--- src/rtl/gf_poly_reduce.sv ---
// GF(2^m) polynomial reducer: reduc_in mod polyn_red_in, one registered stage with valid tag.
// Optional malformed-polynomial flag (poly_err) is enabled by defining REDUC_POLY_CHK_EN.
module gf_poly_reduce #(
    parameter int unsigned DATA_WIDTH = 4
) (
    input  logic                      clk,
    input  logic                      rst,
    input  logic                      in_valid,
    input  logic [DATA_WIDTH:0]       polyn_red_in,
    input  logic [2*DATA_WIDTH-1:0]   reduc_in,
`ifdef REDUC_POLY_CHK_EN
    output logic                      poly_err,
`endif
    output logic                      out_valid,
    output logic [DATA_WIDTH-1:0]     out
);

    localparam int unsigned W  = DATA_WIDTH;
    localparam int unsigned W2 = 2 * DATA_WIDTH;

    logic [W2-1:0] work_c;
    logic [W2-1:0] tail_c;
    logic [W-1:0]  red_c;

    logic [W-1:0]  out_q, out_d;
    logic          out_valid_q, out_valid_d;

    // Fold each high term x^i down via x^m == polyn_red_in[m-1:0]; leading coefficient assumed 1.
    always_comb begin
        tail_c = {{W{1'b0}}, polyn_red_in[W-1:0]};
        work_c = reduc_in;
        for (int i = int'(W2) - 1; i >= int'(W); i--) begin
            if (work_c[i]) begin
                work_c[i] = 1'b0;
                work_c    = work_c ^ (tail_c << (i - int'(W)));
            end
        end
        red_c = work_c[W-1:0];
    end

    always_comb begin
        out_d       = out_q;
        out_valid_d = in_valid;
        if (in_valid) begin
            out_d = red_c;
        end
    end

    always_ff @(posedge clk or posedge rst) begin
        if (rst) begin
            out_q       <= '0;
            out_valid_q <= 1'b0;
        end else begin
            out_q       <= out_d;
            out_valid_q <= out_valid_d;
        end
    end

    assign out       = out_q;
    assign out_valid = out_valid_q;

`ifdef REDUC_POLY_CHK_EN
    logic poly_err_q, poly_err_d;

    always_comb begin
        poly_err_d = poly_err_q;
        if (in_valid) begin
            poly_err_d = ~polyn_red_in[W];
        end
    end

    always_ff @(posedge clk or posedge rst) begin
        if (rst) begin
            poly_err_q <= 1'b0;
        end else begin
            poly_err_q <= poly_err_d;
        end
    end

    assign poly_err = poly_err_q;
`else
    // Leading coefficient only matters to the error flag.
    logic unused_lead_c;
    assign unused_lead_c = polyn_red_in[W];
`endif

endmodule

--- config.mk ---
export PLATFORM = sky130hd
export DESIGN_NAME = gf_poly_reduce
export DESIGN_NICKNAME = d
export VERILOG_FILES = /design/src/rtl/gf_poly_reduce.sv
export SDC_FILE = /design/constraint.sdc
export NUM_CORES = 1
export LEC_CHECK = 0
export CAP_MARGIN = 30
export CORE_MARGIN = 8
export CORE_UTILIZATION = 35
export CTS_BUF_LIST = sky130_fd_sc_hd__clkbuf_2
export DETAILED_ROUTE_END_ITERATION = 7
export PLACE_DENSITY_LB_ADDON = 0.12
export RECOVER_POWER = 25
export SYNTH_ARGS = -nofsm -noshare
export SYNTH_HDL_FRONTEND = slang
export SYNTH_SLANG_ARGS = --single-unit
--- constraint.sdc ---
create_clock -name clk -period 0.8 [get_ports clk]
set_input_delay 0.16 -clock clk [delete_from_list [all_inputs] [get_ports clk]]
set_output_delay 0.16 -clock clk [all_outputs]
set_load 0.1 [all_outputs]
==> Changelog: implementation, run 1 <==
### Implementation results

- Failing checks: setup timing
- Busiest grt layer: met2
- Distinct cell type count after synthesis: 45
- Logic gate share of total power: 0.665
- Post-synthesis instance total: 80
- Status: finished, violations left
- Initial antenna violation count: 0
- Final setup fails: 9
- CP endpoint: out[3]
- Die Size: 3600 sq um
- DP Wirelength: 1520 um
- Power Density: 1380 nW/um^2
- Lkg Pwr: 0.541 nW
- CP Capture Type: flop
- Tool warnings: 30
- Register area: 140 sq um
- TritonCTS clock tree: built
- Core Area: 1900 sq um
- Reg-to-reg setup timing slack: -10 ps
- Inserted Clock Buffers: 3
- Unrepaired setup endpoints after global routing: true
- Post-synthesis average cell area: 8.48 sq um
- Crit path depth: 5
- Met3 global-route usage: 0.0215
- Clock transition at path regs: 60 ps
- Comb gate area: 636 sq um
- CTS root buf: clkbuf_2
- Hold Crit Class: in -> async
- Vias: 777
- Port Buffers: 19
- Final-layout fill cell count: 153
- Clk sink count: 5
- Number of global-route vias before repair: 722
- Max-slew violation count: 0
- MaxCap Viol Count: 0
- Number of flip-flops in the largest register: 4
- Final Hold Violation Tally: 0
- Final setup margin: -726 ps
- Final Critical Period: 1530 ps
- Layout cells sized above 1: 0.554
- Crit path required time: 900 ps
- Hold Slack: 292 ps
- Clock Path Buffers: 2
- Worst Reg2Reg Path Length in Cells: 3
- DR WL met2: 1000 um
- Top Ports: 21
- Top-area cell share: 0.185
- M2 GR Usage: 0.186
- Drt initial violations: 10
- Die H: 60.0 um
- Ys async rst share: 1.00
- Global-route wire length before repair: 3160 um
- P&R area growth vs syn: 91.3%
- CP Launch Type: primary input
- Post-synthesis cell area: 678 sq um
- Die width: 60.0 um
- Max incr delay on CP: 450 ps
- Total track usage: 0.114
- Vias per cell: 5.25
- Clk latency late pin: 210 ps
- Setup CP Type: in -> reg
- WL/cell: 13.6 um
- Synth Flop Type: dfrtp_1
==> run 1: metrics by stage <==
step | total power, mW | util | setup slack [ps] | TNS [ps] | area, sq um
after global placement | 1.38 | 0.569 | -1440 | -5660 | 1080
after floorplan | 0.984 | - | -861 | -3390 | 722
after CTS | 1.65 | 0.597 | -810 | -4280 | 1130
after global routing | 1.87 | 0.682 | -767 | -4110 | 1300
after detailed placement | 1.39 | 0.569 | -1480 | -5760 | 1080
final | 1.79 | 0.682 | -726 | -3810 | 1300
==> run 1: final cells by class <==
type	count	share of cell area
clock buffers	4	0.0154
inverters	4	0.0116
multi-input cells	65	0.490
flip-flops and latches	5	0.108
well taps	27	0.0260
repair buffers	43	0.349
==> run 1: logic make-up after synthesis <==
logic type                Yosys count  synth area share
and+or+nand+nor                    30             0.280
AOI/OAI and AO/OA                  28             0.327
buffers and inverters              10            0.0922
xor gates and xnor gates            5            0.0867
DFF                                 5             0.185
muxes                               2            0.0295
==> run 1: cell usage in the layout, fill, tap and decap left out, types with 3 or more instances in the layout <==
master            n
dfrtp_4           4
clkbuf_2          5
nand2_1           8
buf_8             3
inv_1             4
xnor2_2           3
a21oi_2           3
buf_4            19
buf_6             8
clkdlybuf4s50_1   6
buf_12            5
nand3b_1          3
==> run 1: repair_timing <==
item	in CTS	in global routing
hold endpoints to repair	0	0
endpoints found under the setup margin	9	9
setup buffers	3	2
gates resized	37	34
pin swaps	11	15
==> run 1: cells in the mapped netlist (2+ instances only) <==
library cell / number
a211o_1: 2
a21oi_1: 4
and3_1: 2
buf_4: 2
buf_6: 2
dfrtp_1: 5
inv_1: 4
mux2i_1: 2
nand2_1: 8
nand2b_1: 2
nand3_1: 2
nand3b_1: 3
nor3_1: 2
o2111ai_1: 2
o21a_1: 2
o21ai_0: 3
o31ai_1: 2
xnor2_1: 4
Fig. 1: run 1, layout detail
Scale bar: 5 um. Region (20, 32) to (40, 52) um. Cells in gray, sequential cells in the stronger gray; small squares are vias.
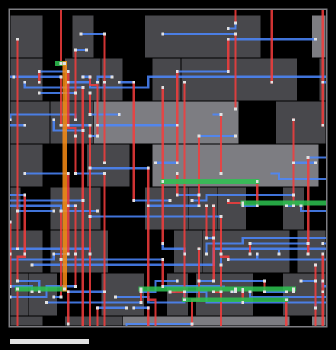
| layer | color |
|---|---|
| metal 4 | orange |
| metal 2 | red |
| metal 3 | green |
| metal 1 | blue |
netlist names of flops here include: out (2)
sequential cells in the window: 2
most frequent: buf_4 (4), clkbuf_2 (3)
cells with their middle in the window: 28

Fig. 2: run 1, wire density map
12 x 12 tiles, from white (low) to dark blue (high), scaled to the fullest tile. Values are wire area over tile area, all layers added.
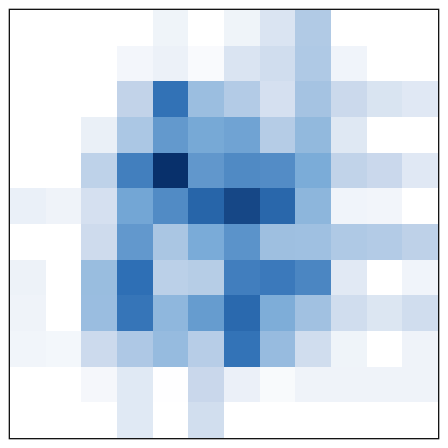
nearly empty tiles: 29%
densest ninth of the die: center
tiles over half the peak: 17%
mean over tiles: 0.088
fullest tile: 0.38
emptiest ninth of the die: upper left

Fig. 3: run 1, selected gate families
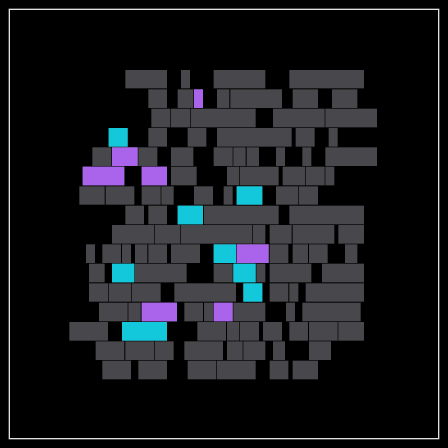
| family | color | cells |
|---|---|---|
| nor cells | purple | 7 |
| non-inverting ao/oa cells | cyan | 8 |
Commonest Layout Cell: buf_4
Comb/total area: 0.490
Post-Layout Cell Count: 148

Fig. 4: run 1, clock wiring as the flow saved it
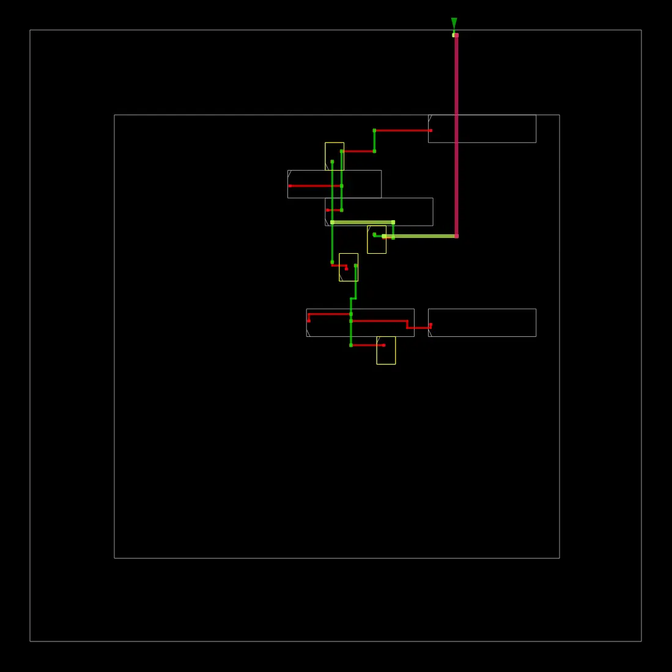
clock buf count: 4
P_clk: 238 uW

==> run 2: changes to the inputs <==
--- a/config.mk
+++ b/config.mk
@@ -9,6 +9,7 @@
 export CORE_MARGIN = 8
 export CORE_UTILIZATION = 35
 export CTS_BUF_LIST = sky130_fd_sc_hd__clkbuf_2
+export CTS_CLUSTER_SIZE = 8
 export DETAILED_ROUTE_END_ITERATION = 7
 export PLACE_DENSITY_LB_ADDON = 0.12
 export RECOVER_POWER = 25
Fig. 5: run 2, layout detail
Scale bar: 5 um. Region (20, 32) to (40, 52) um. Cells in gray, sequential cells in the stronger gray; small squares are vias.
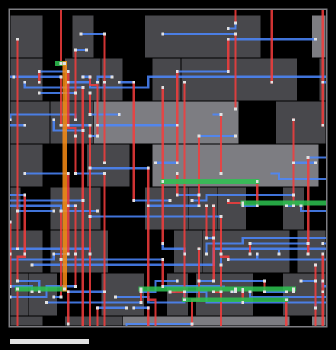
| layer | color |
|---|---|
| metal 1 | blue |
| metal 4 | orange |
| metal 2 | red |
| metal 3 | green |
cells with their middle in the window: 28
netlist names of flops here include: out (2)
most frequent: buf_4 (4), clkbuf_2 (3)
sequential cells in the window: 2

Fig. 6: run 2, selected gate families
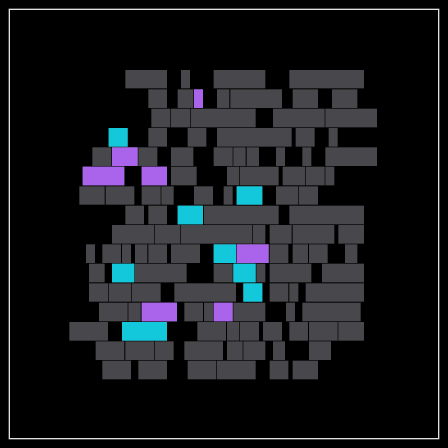
| family | color | cells |
|---|---|---|
| nor cells | purple | 7 |
| non-inverting ao/oa cells | cyan | 8 |

==> run 2 against run 1 <==
Compared with the run above:
- clock skew did not move
- die area did not move
- core utilization did not move
- largest cell class unchanged
- worst hold slack did not move
- the run still ends with setup timing left
- synthesized area did not move
- sequential power barely moved
- critical endpoint unchanged
- via count did not move
- register-to-register slack barely moved
==> Changelog: implementation, run 2 <==
### Implementation results

- Hold Crit Class: in -> async
- Top Ports: 21
- Clk sink count: 5
- Inserted Clock Buffers: 3
- Post-synthesis cell area: 678 sq um
- Final setup fails: 9
- Clock Path Buffers: 2
- Seq pwr: 361 uW
- Final setup margin: -726 ps
- P_clk: 238 uW
- Vias per cell: 5.25
- Post-synthesis average cell area: 8.48 sq um
- Most frequent cells in the layout: buf_4, nand2_1, buf_6
- Ys async rst share: 1.00
- Logic gate share of total power: 0.665
- P&R area growth vs syn: 91.3%
- Crit path required time: 900 ps
- Global-route wire length before repair: 3160 um
- CP Launch Type: primary input
- Final-layout fill cell count: 153
- Layout cells sized above 1: 0.554
- Initial antenna violation count: 0
- Status: finished, violations left
- Setup TNS: -3810 ps
- Final Critical Period: 1530 ps
- Unrepaired setup endpoints after global routing: true
- Cell with the most instances after synthesis: nand2_1
- Post-synthesis instance total: 80
- CP Capture Type: flop
- Setup CP Type: in -> reg
- Number of global-route vias before repair: 722
- Total track usage: 0.114
- Final Hold Violation Tally: 0
- Lkg Pwr: 0.541 nW
- Clock transition at path regs: 60 ps
- Vias: 777
- Die Size: 3600 sq um
- CTS root buf: clkbuf_2
- Die width: 60.0 um
- Core Area: 1900 sq um
- Failing checks: setup timing
- TritonCTS clock tree: built
- Max incr delay on CP: 450 ps
- Port Buffers: 19
- Tool warnings: 30
- Distinct cell type count after synthesis: 45
- Die H: 60.0 um
- Power Density: 1380 nW/um^2
- WL/cell: 13.6 um
- Synth Flop Type: dfrtp_1
- MaxCap Viol Count: 0
- Drt initial violations: 10
- Commonest Layout Cell: buf_4
- Top-area cell share: 0.185
- DP Wirelength: 1520 um
- Most instantiated cells after synthesis: nand2_1, dfrtp_1, a21oi_1, inv_1, xnor2_1
- Place WS: -1480 ps
- Flop pwr share: 0.202
-- run 2: cell type report --
type | count | area (sq um) | area share
Clock buffer | 4 | 20.0 | 0.0154
Inverter | 4 | 15.0 | 0.0116
Multi-Input combinational cell | 65 | 636 | 0.490
Sequential cell | 5 | 140 | 0.108
Tap cell | 27 | 33.8 | 0.0260
Timing Repair Buffer | 43 | 453 | 0.349
-- run 2: cells by family after synthesis --
logic type,Yosys count,share of synthesized area
compound gates,28,0.327
xor+xnor,5,0.0867
buf+inv,10,0.0922
flops,5,0.185
mux,2,0.0295
simple gates,30,0.280
-- run 2: per-stage QoR --
step	std cells	hold WS (ps)	util	instance area (sq um)	power, mW
global route	148	311	0.682	1300	1.87
finish	148	292	0.682	1300	1.79
floorplan	80	-61.4	-	722	0.984
global placement	140	380	0.569	1080	1.38
CTS	146	156	0.597	1130	1.65
detailed placement	140	395	0.569	1080	1.39
-- run 2: worst paths after layout --
kind / endpoint / startpoint / cells past startpoint / slack [ps]
worst max-delay path: out[3] / reduc_in[3] / 5 / -730
worst min-delay path: out[1] / rst / 2 / 290
worst max register to register: out[0] / out[0] / 3 / -10
worst min register to register: out[3] / out[3] / 2 / 580
max in group asynchronous: out_valid / rst / 2 / 310
min in group clk: out[1] / polyn_red_in[1] / 4 / 400
-- run 2: routing by layer --
layer / global-route usage / part of all wire / up-vias
met5: 0 / 0 / -
met4: 0.0510 / 0.017 / 0
met3: 0.0215 / 0.045 / 4
met2: 0.186 / 0.50 / 19
met1: 0.140 / 0.44 / 365
li1: - / - / 389
-- run 2: timing repair --
action | CTS | global route
buffers inserted | 3 | 2
pin swaps | 11 | 15
setup endpoints to repair | 9 | 9
resized | 37 | 34
==> run 3: changes to the inputs <==
--- a/config.mk
+++ b/config.mk
@@ -6,8 +6,10 @@
 export NUM_CORES = 1
 export LEC_CHECK = 0
 export CAP_MARGIN = 30
+export CELL_PAD_IN_SITES_DETAIL_PLACEMENT = 0
+export CELL_PAD_IN_SITES_GLOBAL_PLACEMENT = 1
 export CORE_MARGIN = 8
-export CORE_UTILIZATION = 35
+export CORE_UTILIZATION = 34
 export CTS_BUF_LIST = sky130_fd_sc_hd__clkbuf_2
 export CTS_CLUSTER_SIZE = 8
 export DETAILED_ROUTE_END_ITERATION = 7
Fig. 7: run 3, wire density map
12 x 12 tiles, from white (low) to dark blue (high), scaled to the fullest tile. Values are wire area over tile area, all layers added.
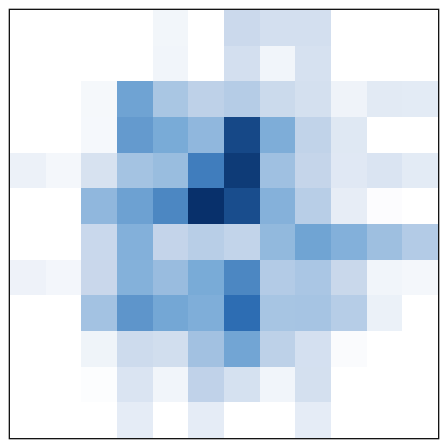
nearly empty tiles: 35%
mean over tiles: 0.090
densest ninth of the die: center
fullest tile: 0.45

Fig. 8: run 3, clock wiring as the flow saved it
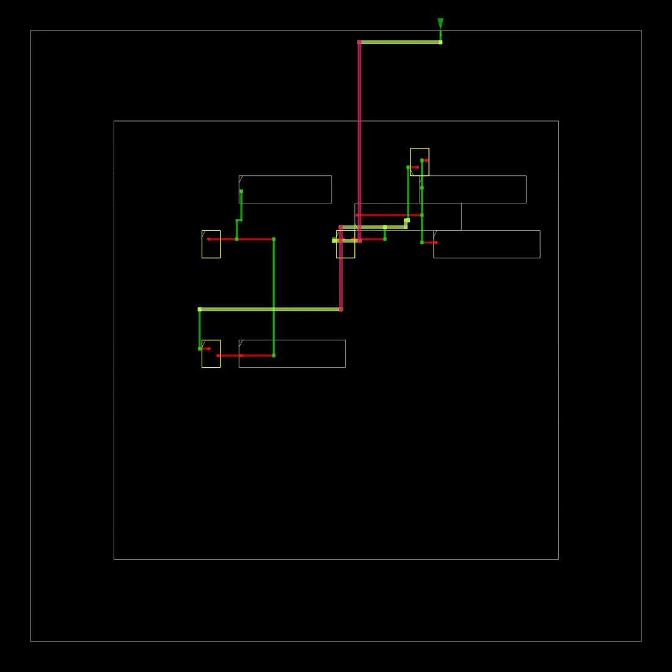
registers: 5
Max Clock Skew: 0 ps
P_clk: 254 uW
clk sink count: 5
Inserted Clock Buffers: 3

==> run 3 against run 2 <==
Compared with the run above:
- the flow still finishes with violations (setup timing)
- register-to-register slack lost 20 ps
- combinational power shrank 3%
- cell count increased by 2.7%
- via count did not move
- critical path depth is 3 higher
- total power down 1.0%
- core utilization decreased by 2.7 points
- clock power grew 7%
- synthesized area unchanged
- global-route usage grew 0.89 points
- cell area down 3.0%
- sequential share of layout area increased by 0.33 points
- largest power group unchanged
- highest routed layer unchanged
==> Changelog: implementation, run 3 <==
### Implementation results

- Top-area cell share: 0.185
- Final setup fails: 9
- Lkg Pwr: 0.543 nW
- MaxCap Viol Count: 0
- Setup CP Type: in -> reg
- Layout cells sized above 1: 0.528
- Initial antenna violation count: 0
- Vias per cell: 5.11
- Port Buffers: 19
- Cell with the most instances after synthesis: nand2_1
- Vias: 777
- Commonest Layout Cell: buf_4
- Final setup margin: -821 ps
- Post-Layout Cell Count: 152
- Most frequent cells in the layout: buf_4, nand2_1, clkdlybuf4s50_1
- DP Wirelength: 1650 um
- Total track usage: 0.123
- Tot Pwr: 1.77 mW
- CP Capture Type: flop
- Hold Slack: 257 ps
- Number of global-route vias before repair: 775
- Most instantiated cells after synthesis: nand2_1, dfrtp_1, a21oi_1, inv_1, xnor2_1
- Final Hold Violation Tally: 0
- WL/cell: 14.0 um
- Setup bufs post-CTS: 4
- Post-synthesis cell area: 678 sq um
- Crit path required time: 920 ps
- Final Critical Period: 1620 ps
- Distinct cell type count after synthesis: 45
- Failing checks: setup timing
- Status: finished, violations left
- Power Density: 1410 nW/um^2
- Ys async rst share: 1.00
- Tool warnings: 30
- Post-synthesis instance total: 80
- Post-synthesis average cell area: 8.48 sq um
- Clk latency late pin: 240 ps
- Die Size: 3680 sq um
- Core Area: 1920 sq um
- Number of flip-flops in the largest register: 4
- Unrepaired setup endpoints after global routing: true
- CTS root buf: clkbuf_2
- Clock transition at path regs: 60 ps
- P&R area growth vs syn: 85.6%
- Die width: 60.7 um
- Drt initial violations: 11
- Top Ports: 21
- TritonCTS clock tree: built
- Post-CTS sizing: 38
[run 3: cell families after synthesis]
group / share of synthesized area
and+or+nand+nor: 0.280
buffers and inverters: 0.0922
AOI/OAI and AO/OA: 0.327
DFF: 0.185
muxes: 0.0295
xor gates and xnor gates: 0.0867
[run 3: final timing paths]
kind                                 start     end  slack [ps]  cells after the start
min                                    rst  out[0]         260                      2
max in group asynchronous              rst  out[2]         340                      2
max reg2reg                         out[0]  out[0]         -30                      3
min reg2reg                         out[1]  out[1]         580                      2
max                            reduc_in[6]  out[3]        -820                      8
min in group clk           polyn_red_in[2]  out[2]         440                      5
[run 3: routing by layer]
layer	track usage	wire length, um	vias to the layer above
met3	0.0318	86	4
met2	0.201	1050	16
met4	0.0399	27	0
met1	0.152	964	364
li1	-	-	393
met5	0	0	-
[run 3: per-stage QoR]
stage                util  worst slack [ps]  TNS [ps]  cell area [sq um]
floorplan               -              -861     -3390                722
global placement    0.575             -1460     -5650               1100
detailed placement  0.575             -1570     -5890               1100
CTS                 0.617              -863     -4550               1180
global route        0.655              -855     -4430               1260
finish              0.655              -821     -4090               1260
[run 3: layout make-up]
class | count | area, sq um | share of cell area
Tap cell | 27 | 33.8 | 0.0268
Inverter | 4 | 15.0 | 0.0119
Sequential cell | 5 | 140 | 0.111
Timing Repair Buffer | 47 | 457 | 0.363
Clock buffer | 4 | 20.0 | 0.0159
Multi-Input combinational cell | 65 | 593 | 0.471
[run 3: critical path, cell delays in order]
cell       delay (ps)
buf_8             100
buf_6             110
nand4bb_1         200
o211a_4           180
xnor2_2           150
a211o_1           350
a2111oi_4         390
o31ai_2           100
[run 3: power breakdown]
part           leakage, nW  switching (mW)  internal [mW]
sequential          0.0553          0.0468          0.316
combinational        0.471           0.629          0.524
clock               0.0166           0.122          0.132
total                0.543           0.798          0.972
Power figures rest on the tool's default switching activity, not on a simulated workload.
